==> src/rtl/imu_sync_pkg.sv <==
// Shared types and constants for the IMU sample-to-FIFO packetiser.
// A packet is three 64-bit words: header, accel, gyro.
package imu_sync_pkg;

    localparam int unsigned WORD_W   = 64;
    localparam int unsigned AXIS_W   = 16;
    localparam int unsigned SEQ_W    = 8;
    localparam int unsigned HDR_TS_W = 48;

    localparam logic [7:0] HDR_TAG_DEFAULT = 8'hA5;

    typedef enum logic [1:0] {
        IDLE   = 2'd0,
        WR_HDR = 2'd1,
        WR_ACC = 2'd2,
        WR_GYR = 2'd3
    } wr_state_e;

    typedef enum logic [1:0] {
        WORD_NONE = 2'd0,
        WORD_HDR  = 2'd1,
        WORD_ACC  = 2'd2,
        WORD_GYR  = 2'd3
    } word_type_e;

    typedef struct packed {
        logic signed [AXIS_W-1:0] x;
        logic signed [AXIS_W-1:0] y;
        logic signed [AXIS_W-1:0] z;
    } axis3_t;

    typedef struct packed {
        axis3_t accel;
        axis3_t gyro;
    } imu_sample_t;

    function automatic word_type_e word_type_of(input wr_state_e s);
        word_type_e t;
        t = WORD_NONE;
        case (s)
            WR_HDR:  t = WORD_HDR;
            WR_ACC:  t = WORD_ACC;
            WR_GYR:  t = WORD_GYR;
            default: t = WORD_NONE;
        endcase
        return t;
    endfunction

    // Three axes packed high-to-low, low 16 bits reserved as zero
    function automatic logic [WORD_W-1:0] axis_word(input axis3_t a);
        return {a.x, a.y, a.z, 16'h0000};
    endfunction

endpackage

==> src/rtl/imu_timestamp_counter.sv <==
// Free-running timestamp counter, wraps from all-ones to zero.
module imu_timestamp_counter #(
    parameter int unsigned TS_WIDTH = 48
) (
    input  logic                clk,
    input  logic                rst_n,
    output logic [TS_WIDTH-1:0] ts
);

    always_ff @(posedge clk or negedge rst_n) begin
        if (!rst_n) begin
            ts <= '0;
        end else begin
            ts <= ts + TS_WIDTH'(1);
        end
    end

endmodule

==> src/rtl/imu_fifo_writer.sv <==
// Captures an IMU sample with a timestamp and writes it to a 64-bit FIFO as a
// three-word packet; samples arriving while a packet is in flight are counted as drops.
module imu_fifo_writer
    import imu_sync_pkg::*;
#(
    parameter int unsigned TS_WIDTH = 48,
    parameter logic [7:0]  HDR_TAG  = HDR_TAG_DEFAULT
) (
    input  logic                     clk,
    input  logic                     rst_n,
    input  logic                     imu_valid,
    input  logic signed [AXIS_W-1:0] imu_accel_x,
    input  logic signed [AXIS_W-1:0] imu_accel_y,
    input  logic signed [AXIS_W-1:0] imu_accel_z,
    input  logic signed [AXIS_W-1:0] imu_gyro_x,
    input  logic signed [AXIS_W-1:0] imu_gyro_y,
    input  logic signed [AXIS_W-1:0] imu_gyro_z,
    input  logic                     fifo_full,
    input  logic                     clr_drop,
    output logic                     fifo_wr_en,
    output logic [WORD_W-1:0]        fifo_data_in,
    output logic                     busy,
    output logic [SEQ_W-1:0]         seq_num,
    output logic [15:0]              drop_count
);

    wr_state_e             state_q;
    wr_state_e             state_d;
    word_type_e            word_type;
    imu_sample_t           sample_q;
    logic [HDR_TS_W-1:0]   ts_cap_q;
    logic [TS_WIDTH-1:0]   ts;
    logic                  accept;
    logic                  drop;

    imu_timestamp_counter #(
        .TS_WIDTH (TS_WIDTH)
    ) u_ts (
        .clk   (clk),
        .rst_n (rst_n),
        .ts    (ts)
    );

    always_ff @(posedge clk or negedge rst_n) begin
        if (!rst_n) begin
            state_q <= IDLE;
        end else begin
            state_q <= state_d;
        end
    end

    // Next state and FIFO write port; the write word is a pure function of state and captures
    always_comb begin
        state_d      = state_q;
        fifo_wr_en   = 1'b0;
        fifo_data_in = '0;
        accept       = 1'b0;
        drop         = 1'b0;
        word_type    = word_type_of(state_q);

        case (word_type)
            WORD_HDR: fifo_data_in = {HDR_TAG, seq_num, ts_cap_q};
            WORD_ACC: fifo_data_in = axis_word(sample_q.accel);
            WORD_GYR: fifo_data_in = axis_word(sample_q.gyro);
            default:  fifo_data_in = '0;
        endcase

        fifo_wr_en = (word_type != WORD_NONE) && !fifo_full;

        case (state_q)
            IDLE: begin
                if (imu_valid) begin
                    accept  = 1'b1;
                    state_d = WR_HDR;
                end
            end
            WR_HDR: begin
                drop = imu_valid;
                if (!fifo_full) state_d = WR_ACC;
            end
            WR_ACC: begin
                drop = imu_valid;
                if (!fifo_full) state_d = WR_GYR;
            end
            WR_GYR: begin
                drop = imu_valid;
                if (!fifo_full) state_d = IDLE;
            end
            default: state_d = IDLE;
        endcase
    end

    always_ff @(posedge clk or negedge rst_n) begin
        if (!rst_n) begin
            sample_q <= '0;
            ts_cap_q <= '0;
            seq_num  <= '0;
        end else if (accept) begin
            sample_q <= {imu_accel_x, imu_accel_y, imu_accel_z,
                         imu_gyro_x, imu_gyro_y, imu_gyro_z};
            ts_cap_q <= HDR_TS_W'(ts);
            seq_num  <= seq_num + SEQ_W'(1);
        end
    end

    always_ff @(posedge clk or negedge rst_n) begin
        if (!rst_n) begin
            busy <= 1'b0;
        end else begin
            busy <= (state_d != IDLE);
        end
    end

    // Clear has priority over a coincident drop; count saturates
    always_ff @(posedge clk or negedge rst_n) begin
        if (!rst_n) begin
            drop_count <= '0;
        end else if (clr_drop) begin
            drop_count <= '0;
        end else if (drop && (drop_count != 16'hFFFF)) begin
            drop_count <= drop_count + 16'd1;
        end
    end

endmodule

==> config.mk <==
export PLATFORM = sky130hd
export DESIGN_NAME = imu_fifo_writer
export DESIGN_NICKNAME = d
export VERILOG_FILES = /design/src/rtl/imu_sync_pkg.sv /design/src/rtl/imu_timestamp_counter.sv /design/src/rtl/imu_fifo_writer.sv
export SDC_FILE = /design/constraint.sdc
export NUM_CORES = 1
export LEC_CHECK = 0
export CORE_AREA = 2 2 163 117
export DETAILED_ROUTE_END_ITERATION = 10
export DIE_AREA = 0 0 165 119
export GPL_TIMING_DRIVEN = 0
export PLACE_DENSITY_LB_ADDON = 0.2
export SLEW_MARGIN = 20
export SYNTH_ARGS = -nofsm -noshare
export SYNTH_HDL_FRONTEND = slang
export SYNTH_HIERARCHICAL = 1
export SYNTH_SLANG_ARGS = --single-unit
==> constraint.sdc <==
create_clock -name clk -period 3 [get_ports clk]
set_clock_uncertainty 0.15 [all_clocks]
set_input_delay 0.6 -clock clk [delete_from_list [all_inputs] [get_ports clk]]
set_output_delay 0.6 -clock clk [all_outputs]
set_load 0.1 [all_outputs]
Fig. 1: clock network drawn from the DEF
Bar = 50 µm.
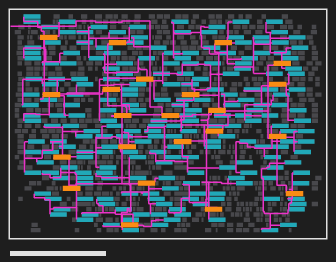
magenta -> clock wires  # length 2490 µm
cyan -> flip-flops  # count 219
orange -> cells driving clock nets  # count 22
flops lie = widely spread
routed clock nets = 23
clock insertion delay at the later pin of the skew report: 0.50 ns
power in the clock group: 2.57 mW

Fig. 2: cell sizes after repair
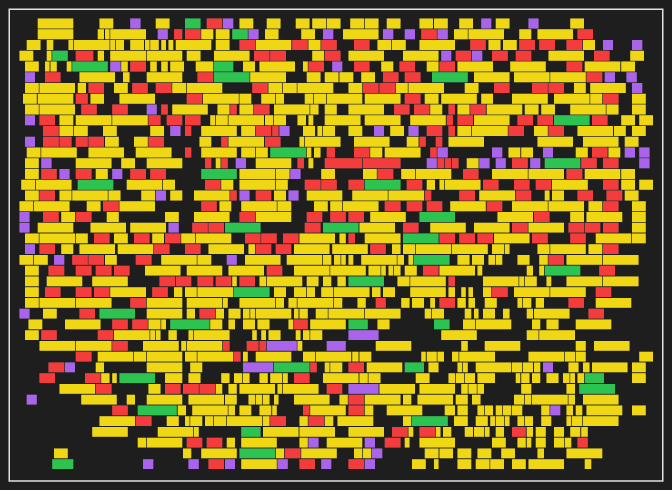
yellow -> drive 1 or less  # cells 668, share 67%
purple -> drive 3 to 4  # cells 70, share 7.0%
red -> drive 2  # cells 231, share 23%
green -> drive 6 and up  # cells 35, share 3.5%
layout-stage area growth over the synthesis result: 28.8%
worst setup margin: 0.0670 ns
Signal buffers: 234

==> reports/summary.log <==
qor: synthesis.post_synth_ao_oa_area_fraction 5.89%
qor: setup_path.cp-startpoint state_q[1]
qor: synthesis.synth.ff_latch_count 219
qor: drt.remaining_drc_errors 0
qor: die.die-height 119 µm
qor: final_timing.min_period_over_period 97.8%
qor: min_path.hp-class flop to flop
qor: clock_tree.cts_post_setup_buffers_inserted 0
qor: drt.avgViaCountPerCell 5.61
qor: final_timing.timing.setup.tns 0 ns
qor: setup_path.r2r.worst_path.cells 5
qor: synthesis.async_flop_share 100%
qor: final_timing.worst-slew-pin-transition 1.00 ns
qor: synthesis.synth-edff-count 0
qor: clock_tree.clkSlewWorstSetupHoldPaths 0.06 ns
qor: grt.grtUsageMet1 36.8%
qor: layout.layout.cells.non_filler 1246
qor: setup_path.worst_ep_required_time 2.25 ns
qor: power.share_comb_of_total_power 53.7%
qor: placement.placement.setup.worst_slack -0.896 ns
qor: layout.post_route_cell_area 12900 µm²
qor: grt.grt_antenna_before_repair 0
qor: die.i_o_pin_count 191
qor: die.die_w 165 µm
qor: grt.gr-total-overflow 0
qor: layout.final_nets 1098
qor: final_timing.rsz_0062_raised_after_global_routing true
qor: layout.antenna_cells 0
qor: synthesis.synthXorXnorAreaFrac 4.74%
qor: min_path.min_path_cells 1
qor: run.stage_log_warnings 28
qor: layout.final_cell_mix 217 x dfrtp_1, 184 x mux2_2, 123 x clkdlybuf4s50_1
qor: clock_tree.cts_num_sinks 219
qor: clock_tree.clk_path_buf_depth 3
qor: clock_tree.cts_max_level 1
qor: die.core_area 18300 µm²
qor: synthesis.synth.cellmix.adderShare 0.376%
qor: synthesis.synth.lib_cells_used.distinct 43
qor: placement.place.gp.congestion 0.834
qor: power.power-top-group combinational logic
qor: clock_tree.cts_tree done
qor: synthesis.ys_top_logic_family multiplexers
qor: run_status.outcome finished clean
qor: synthesis.synth_warnings 6
qor: synthesis.yosys-stat-area 9990 µm²
qor: power.total_switching_power 6.94 mW
qor: run.maxCapViolations 0
qor: synthesis.synth_nets 882
qor: drt.drtIter0Drc 453
qor: drt.wl_met2 10.8 mm
qor: synthesis.simple_gate_area_share 10.6%
qor: layout.register_area 5480 µm²
qor: power.ir_drop 1.37 mV
qor: grt.via_count_of_the_first_global_routing_pass 7012
Fig. 3: cell placement
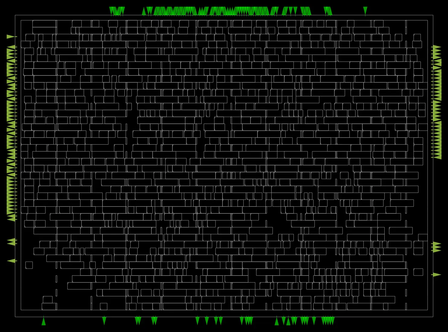
flip-flops: 219
count of standard-cell rows: 42
Filler Cells Inserted: 1361
Well Taps: 242

-- synth_stat cells, types with 13 or more instances --
cell	instances	share of area (%)
nand4_1	22	1.4
and3_1	14	0.88
nand2_1	30	1.1
dfrtp_1	219	55
inv_1	13	0.49
xnor2_1	35	3.1
a21oi_1	17	0.85
xor2_1	19	1.7
and2_1	17	1.1
a22o_1	40	3.5
nand3_1	20	1.0
clkbuf_1	14	0.53
nor2_1	18	0.68
mux2_2	184	21
buf_2	20	1.0
-- cell type report --
cell class | count | area share (%)
plain buffers | 42 | 1.80
clock buffers | 33 | 5.16
clock inverters | 1 | 0.0389
inverters | 13 | 0.379
multi-input cells | 504 | 33.4
flip-flops and latches | 219 | 42.6
well taps | 242 | 2.35
repair buffers | 192 | 14.3
-- worst max-delay path, cell delays in order, from the launching register on --
cell and delay, ns:
dfrtp_2 0.42, buf_6 0.21, buf_4 0.22, mux2_2 0.35, a22o_1 0.23, buf_4 0.25
-- metrics by stage --
step | hold slack (ns) | util, %
finish | 0.326 | 70.1
global route | 0.340 | 70.1
CTS | 0.327 | 69.8
detailed placement | 0.318 | 66.9
global placement | 0.319 | 66.5
floorplan | 0.154 | -
-- sequential cells by signal (all words and copies together) (netlist names) --
register,count
sample_q,96
ts_cap_q,48
u_ts/ts,48
drop_count,16
seq_num,8
state_q,2
busy,1
-- repair_timing --
item | in CTS | in global routing
hold buffers | 1 | 0
gates resized | 384 | 21
endpoints found under the setup margin | 65 | 24
hold endpoints to repair | 46 | 0
-- worst paths after layout --
kind / slack (ns) / endpoint
worst max-delay path: 0.07 / fifo_data_in[23]
worst min-delay path: 0.33 / u_ts/ts[47]
worst max register to register: 0.45 / u_ts/ts[43]
worst min register to register: 0.33 / u_ts/ts[47]
max in group asynchronous: 1.45 / state_q[0]
min in group asynchronous: 0.45 / ts_cap_q[15]
Power is estimated from default activity; no workload was simulated.
